Fig. 1: run 1, supply network
Scale bar: 20 um. Pins as bars on the die edge.
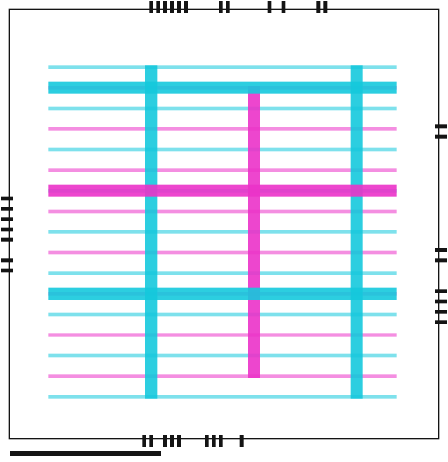
Fig. 2: run 1, routed metal, one colour a layer
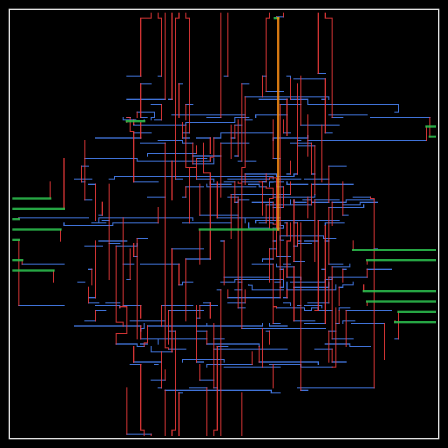
Fig. 3: run 1, routing congestion map
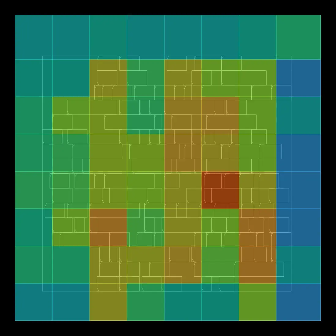
Design mux2to1_arb, sky130hd; sources not shown.
==> summary.txt, run 1 <==
The synthesis and PnR run went through. Per the placement log, port buffering inserted 35 buffers. The congestion estimate from routability-driven global placement came to 0.709. In this run, the synthesized area fraction spent on AND-OR/OR-AND gates is recorded as 0.174. The final timing report lists a hold violation count of 0. The script computed a power per unit cell area of 1310 mW/mm2. Per STA, the library cell used most along the worst path is sky130_fd_sc_hd__inv_1. No sink is reached through more buffers than the 2 on the longest clock path. Number of H-tree levels landed at 1. The timing report gives the clock slew at the launch and capture registers of the worst setup and hold paths as 0.08 ns. The flow ran to the end, and the final reports show no timing, DRC or antenna violations. Proportion of register bits with asynchronous set or reset after synthesis landed at 1.00.

Counting every sink on the clock net gives 14. The synthesized netlist has a Yosys-reported chip area of 757 um2. Of the synthesized area, sequential elements account for 0.463.

The synthesized design contains 0 enable-type register cells. Number of global-route vias before repair landed at 683. Fraction of area in multi-input gates landed at 0.309. In the synthesized netlist the dominant register cell turns out to be sky130_fd_sc_hd__dfrtp_1. Among all stages on the critical path, the maximum delay recorded is 0.40 ns. Of all the cell area in the finished design, non-clock buffers hold 0.360. The share of synthesized area in the top cell type comes to 0.463. Entering global routing, the biggest net connects 15 pins. Post-synthesis net count landed at 100. Signal routing reaches up to met4. Placement-stage cell area landed at 0.00122 mm2. In the final design database the tool counted 149 nets.
Back to the opening pictures, Fig. 1:
magenta -> VDD
cyan -> VSS
met4 straps = 3
rows = 16
met1 rails = 17
met5 straps = 3
signal pins = 36
die outline height: 56.5 um
Core Region: 0.00200 mm2
maximum vdd drop: 770 uV
die x size: 56.5 um

Back to the opening pictures, Fig. 2:
green -> M3  # wire length 88.4 um
red -> M2  # wire length 965 um
orange -> M4  # wire length 27.9 um
blue -> M1  # wire length 830 um
global-route total usage across every layer: 0.122
drt wl/cell: 12.8 um

Back to the opening pictures, Fig. 3:
most congested layer reported by global routing: met2
met2 GRT Util: 0.205

==> run 2, diff against run 1 <==
--- a/config.mk
+++ b/config.mk
@@ -5,10 +5,12 @@
 export SDC_FILE = /design/constraint.sdc
 export NUM_CORES = 1
 export LEC_CHECK = 0
+export ABC_CLOCK_PERIOD_IN_PS = 2100
 export CORE_MARGIN = 5
 export CORE_UTILIZATION = 35
 export DETAILED_ROUTE_END_ITERATION = 16
 export HOLD_SLACK_MARGIN = 0.12
+export MAX_ROUTING_LAYER = met4
 export PLACE_DENSITY = 0.73
 export SYNTH_ARGS = -nofsm -noshare
 export SYNTH_HDL_FRONTEND = slang
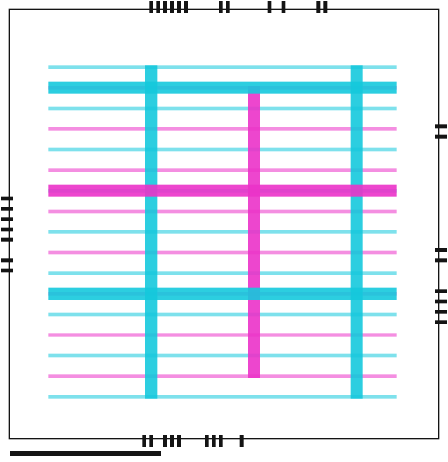
Fig. 4. Supply network (run 2).
Scale bar: 20 um. Pins as bars on the die edge.
maximum vdd drop: 771 uV

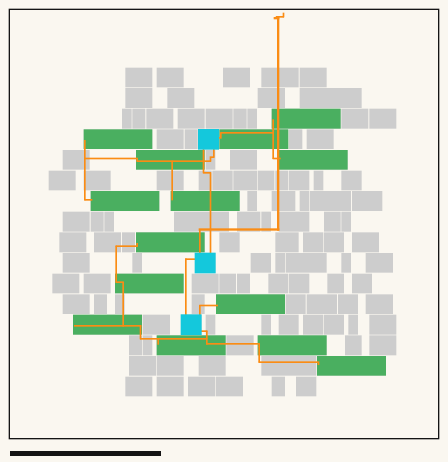
Fig. 5. Clock wires, drivers and flops (run 2).
Scale bar: 20 um.
green -> flip-flops  # count 14
orange -> clock wires  # length 180 um
cyan -> clock-net drivers  # count 3
routed clock nets = 4
Clk power: 0.143 mW
clock latency of the later-clocked register in the worst-skew pair: 0.27 ns
part of the total power dissipated in the clock network: 0.085
Fin Clk Skew: 0.00521 ns

==> summary.txt, run 2 <==
The synthesis and PnR run went through. The flow ran to the end, and the final reports show no timing, DRC or antenna violations. Detail-routed net length per standard cell landed at 12.8 um. Post-synthesis compound-gate area fraction landed at 0.174.

Count of flip-flops with a built-in enable after synthesis landed at 0. Fraction of area in multi-input gates landed at 0.309. After global routing, the most crowded layer is met2. The share of synthesized area in the top cell type comes to 0.463. The global routing report lists met2 layer usage as 0.205. RePlAce ended its routability-driven mode at a weighted congestion of 0.717.

Clock-pin slew of the registers on the worst-case setup and hold paths landed at 0.08 ns. Delay of the slowest cell on the worst path landed at 0.40 ns. According to the CTS report, the clock sink count is 14. Final net count landed at 149. Maximum buffer depth of the clock tree landed at 2.

The final hold violation count recorded for this run is 0. For this run, asynchronously set or reset flops after synthesis account for 1.00. Number of global-route vias before repair landed at 683. Number of H-tree levels landed at 1.

At floorplan, the net count of the design was reported as 100. As logged by OpenROAD, the buffers inserted on ports number 35.
==> run 3, diff against run 2 <==
--- a/config.mk
+++ b/config.mk
@@ -5,13 +5,14 @@
 export SDC_FILE = /design/constraint.sdc
 export NUM_CORES = 1
 export LEC_CHECK = 0
-export ABC_CLOCK_PERIOD_IN_PS = 2100
+export ABC_CLOCK_PERIOD_IN_PS = 2400
 export CORE_MARGIN = 5
-export CORE_UTILIZATION = 35
+export CORE_UTILIZATION = 42
 export DETAILED_ROUTE_END_ITERATION = 16
+export GPL_TIMING_DRIVEN = 0
 export HOLD_SLACK_MARGIN = 0.12
 export MAX_ROUTING_LAYER = met4
-export PLACE_DENSITY = 0.73
+export PLACE_DENSITY = 0.82
 export SYNTH_ARGS = -nofsm -noshare
 export SYNTH_HDL_FRONTEND = slang
 export SYNTH_SLANG_ARGS = --single-unit
==> constraint.sdc (replaced) <==
create_clock -name clk -period 2.4 [get_ports clk]
set_input_delay 0.48 -clock clk [delete_from_list [all_inputs] [get_ports clk]]
set_output_delay 0.48 -clock clk [all_outputs]
set_load 0.02 [all_outputs]
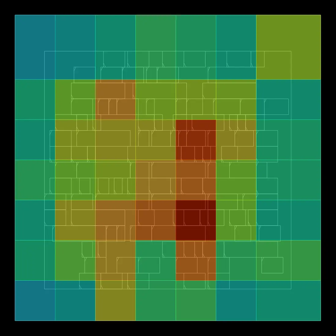
Fig. 6. Routing congestion map (run 3).
met2 GRT Util: 0.291
routing usage on met1: 0.162

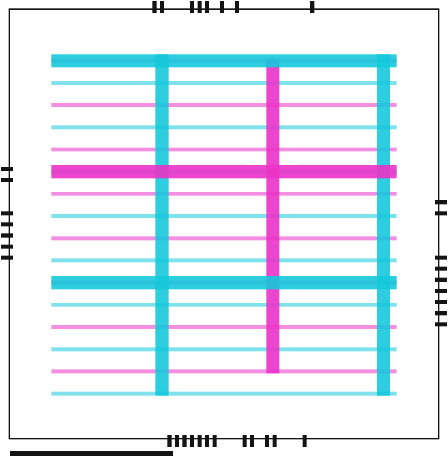
Fig. 7. Supply network (run 3).
Scale bar: 20 um. Pins as bars on the die edge.
magenta -> VDD
cyan -> VSS
met1 rails = 16
signal pins = 36
met5 straps = 3
maximum vdd drop: 654 uV
die x size: 52.5 um
die outline height: 52.5 um
Core Region: 0.00173 mm2

==> summary.txt, run 3 <==
The synthesis and PnR run went through. Largest net degree at the start of global routing landed at 15. On the worst path, the slowest cell contributes a delay of 0.35 ns. The run finished with clean final reports. Count of input and output buffers landed at 35. Global-route total usage across every layer landed at 0.165.

The power report lists the clock group at 0.169 mW. Clock skew on the completed layout was measured at 0.00375 ns. Count of flip-flops with a built-in enable after synthesis landed at 0.

Per the gpl log, the routability congestion estimate is 0.857. Synthesis produced a netlist with a net count of 100. Number of H-tree levels landed at 1. Number of global-route vias before repair landed at 742.

Non-clock buffer contribution to total cell area landed at 0.308. Hold violation count in the final report landed at 0. Fraction of area in multi-input gates landed at 0.324. Per the skew report, the later register of the worst-skew pair sees a clock latency of 0.28 ns. Clock-pin slew of the registers on the worst-case setup and hold paths landed at 0.08 ns. Synthesis area per yosys landed at 757 um2. Maximum buffer depth of the clock tree landed at 2.

Proportion of register bits with asynchronous set or reset after synthesis landed at 1.00. Clock network fraction of total power landed at 0.122.

## Gallery

Placed cells, one colour a class.
Scale bar: 20 um.
(a)
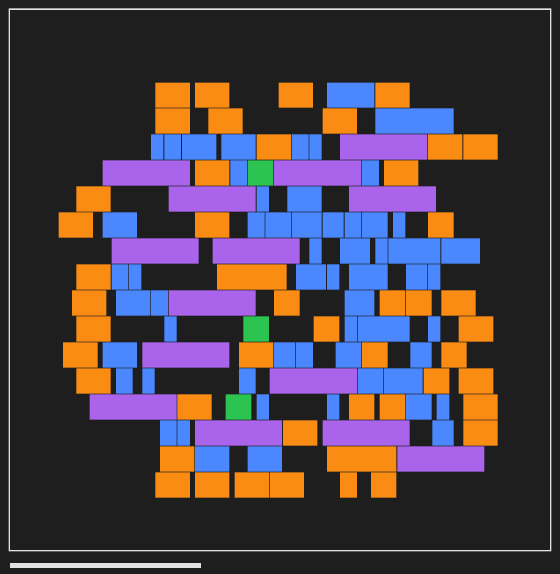
(b)
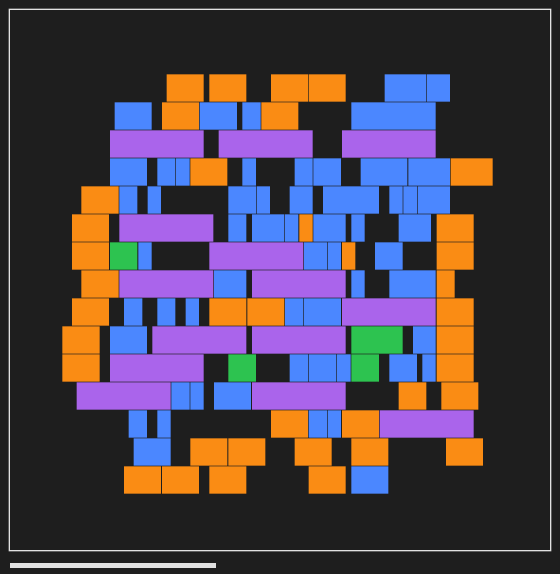
| from | picture |
|---|---|
| run 3 | (b) |
| run 2 | (a) |
- largest die: (a)

Power figures rest on the tool's default switching activity, not on a simulated workload.
